==> config.mk <==
export PLATFORM = sky130hd
export DESIGN_NAME = seg_reverse_pipe
export DESIGN_NICKNAME = d
export VERILOG_FILES = /design/src/rtl/seg_reverse_pipe.sv
export SDC_FILE = /design/constraint.sdc
export NUM_CORES = 2
export LEC_CHECK = 0
export CAP_MARGIN = 30
export CORE_AREA = 2 2 410 412
export CTS_CLUSTER_SIZE = 16
export DETAILED_ROUTE_END_ITERATION = 10
export DIE_AREA = 0 0 412 414
export HOLD_SLACK_MARGIN = 0.05
export PLACE_DENSITY = 0.63
export RECOVER_POWER = 100
export SLEW_MARGIN = 20
export SYNTH_ARGS = -nofsm -noshare
export SYNTH_HDL_FRONTEND = slang
export SYNTH_SLANG_ARGS = --single-unit
==> constraint.sdc <==
create_clock -name clk -period 7.2 [get_ports clk]
set_clock_uncertainty 0.1 [all_clocks]
set_input_delay 0.72 -clock clk [delete_from_list [all_inputs] [get_ports clk]]
set_output_delay 0.72 -clock clk [all_outputs]
set_load 0.01 [all_outputs]
==> images/m1.png <==
Scale bar: 100 um. Supply wires on this layer in grey.
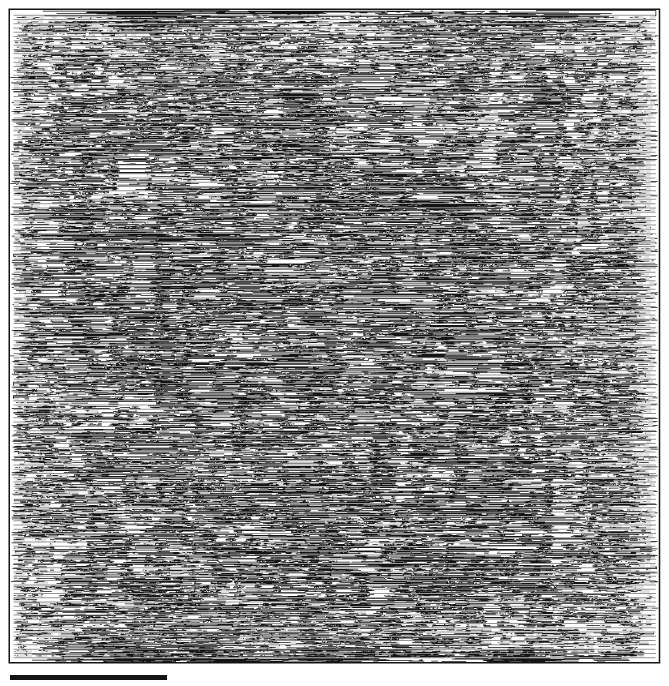
nets with wire on the layer = 8,615
main direction = horizontal
wire length on this layer = 168 mm
total via count in the routed design: 77,560
total wirelength of the detailed-routed design: 456.7 mm
global-route met1 utilization: 62.43%

==> images/ff_map.png <==
Scale bar: 100 um.
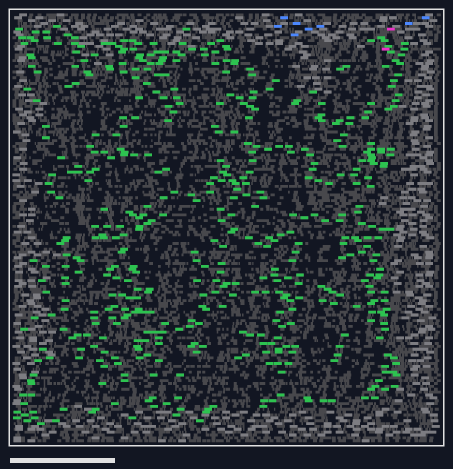
s1_data -> green  # flops 512, where spread over the die
s1_mode -> magenta  # flops 2
s1_tag -> blue  # flops 8
not coloured = 524
Seq. cell area: 0.02094 mm^2
final cell utilization of the core: 49.61%

==> images/congestion_map.png <==
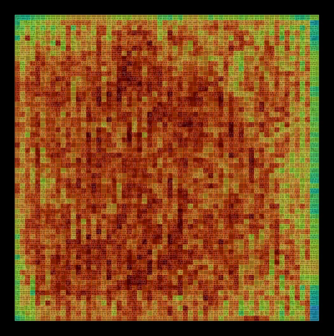
Most Used Layer, Global Route: met2
post-DR wirelength/cell: 41.21 um
All-Layer GR Usage: 50.94%

==> images/port_trees.png <==
Scale bar: 100 um.
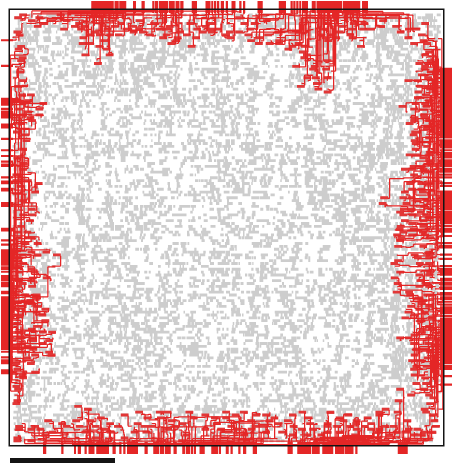
out_vector -> red  # direction output, edge 165 right, 123 bottom, 122 top, 102 left, end cells 512, wire 26.0 mm
number of input and output port buffers inserted: 1,052
io pins: 1,053

==> impl_report.txt <==
PHYSICAL IMPLEMENTATION REPORT
----------------------------------------------------
[Floorplan]
  Die span in x ........................ 412 um
  Die Ht ........................ 414 um
  Total die area ........................ 0.1706 mm^2
  Floorplan utilization ........................ 38.74%
  Number of placement rows ........................ 150

[Logic synthesis]
  Synthesized instance count ........................ roughly 8,000
  Yosys top cell area share ........................ 32.50%
  Multiplexer fraction of the synthesized cell area ........................ 12.14%
  Cell type with the highest aggregate area in the netlist ........................ sky130_fd_sc_hd__dfxtp_1
  Cell with the most instances after synthesis ........................ sky130_fd_sc_hd__nand2_1
  XOR/XNOR Area Share ........................ 2.936%
  Post-synthesis cell area ........................ 0.06443 mm^2
  Number of flops mapped to enable cells by yosys ........................ 0
  Cell count in the Yosys report ........................ 7,974
  Register bit total from synthesis ........................ about 1,000
  Adder share ........................ 0.3302%
  Synthesized netlist net count ........................ 8,521
  Per-instance average area after synthesis ........................ 8.079 um^2

[Final layout]
  Post-synthesis to final-layout area growth ........................ 28.04%
  Gate Area ........................ 0.04007 mm^2
  Most common logic cells in the final layout ........................ 1,289 x sky130_fd_sc_hd__nand2_1, 1,046 x sky130_fd_sc_hd__dfxtp_1, 689 x sky130_fd_sc_hd__a21oi_1
  Total Nets Final ........................ a little over 9,000

[Power]
  Worst vdd rail ir drop ........................ 0.2800 mV
  Pwr per Cell Area ........................ 228.1 mW/mm^2

[Final timing]
  Transition time of the tightest slew-check pin ........................ 3.632 ns
  Hold violation total from the final report ........................ 0
  Max Fclk ........................ roughly 170 MHz
  Slew Limit Fails ........................ around 600
  Tcrit/Tclk final ........................ 80.88%
  Final worst path period need ........................ 5.823 ns

[Setup path]
  Worst reg2reg setup slack ........................ 2.32 ns
  Crit-path cells ........................ buf_8, clkbuf_2, nor2_4, buf_12, clkbuf_1, a22oi_1, o211ai_1
  Critical Path Stages ........................ 7
  CP delay by family, top ........................ buffers and inverters
  WP data required ........................ approximately 8 ns
  Crit path arrival time ........................ 6.47 ns
  Startpoint-to-endpoint class of the critical path ........................ in2reg
  Sum of buffers and inverters on the critical path ........................ 4
  Kind of end point of the critical path ........................ flop

[Clock tree]
  Buffers from clock root to sink, at most ........................ 3
  Number of setup buffers added after CTS ........................ 0
  Clk latency late pin ........................ 0.84 ns
  Post-CTS resize count ........................ 0
  Total of hold buffers inserted after clock tree synthesis ........................ 0

[Status]
  Violations in the final reports ........................ max-capacitance violations, max-slew violations
  Outcome ........................ complete, but fails checks

[Job]
  Max Cap Viol ........................ 6

[Routing]
  DRC violation count after routing ........................ 0

[Placement]
  HPWL after detailed placement ........................ 355.4 mm

[Worst hold path]
  Worst Hold Class ........................ in2reg

----------------------------------------------------
layer usage:
layer / wire, um / vias up / GRT usage, %
met3: 60890 / 1322 / 18.76
met4: 47770 / 54 / 44.82
met1: 167700 / 38270 / 62.43
li1: - / 31960 / -
met2: 179700 / 5961 / 69.13
met5: 640 / - / 0
where the power goes:
group / internal [mW] / switching [mW] / leakage [nW] / total [mW]
clock: 4.26 / 2.91 / 2.26 / 7.17
sequential: 6.21 / 0.671 / 8.57 / 6.88
combinational: 1.66 / 3.10 / 18.2 / 4.76
layout make-up:
class | count | area share (%)
inverter | 64 | 0.2912
clock buffer | 181 | 4.672
antenna | 118 | 0.3580
sequential | 1046 | 25.38
clock inverter | 53 | 0.8782
timing repair buffer | 1385 | 16.49
tap | 2204 | 3.343
multi-input combinational | 6033 | 48.58
worst register-to-register path: stages (launching register included):
cell,delay (ns)
sky130_fd_sc_hd__dfxtp_1,0.32
sky130_fd_sc_hd__nand2b_1,0.12
sky130_fd_sc_hd__nand2_1,0.87
sky130_fd_sc_hd__clkbuf_2,1.50
sky130_fd_sc_hd__a41oi_1,0.75
sky130_fd_sc_hd__clkbuf_1,0.74
sky130_fd_sc_hd__a211oi_1,0.18
stage by stage:
stage / util, % / area (um^2) / setup WS, ns / total power [mW]
after CTS: 49.48 / 82270 / 2.201 / 18.60
after floorplan: - / 64430 / 3.504 / 8.897
final: 49.61 / 82490 / 1.377 / 18.81
after detailed placement: 46.72 / 77690 / 1.349 / 11.53
after global placement: 46.67 / 77610 / 1.365 / 11.49
after global routing: 49.55 / 82400 / 1.093 / 19.12
Power is estimated from default activity; no workload was simulated.
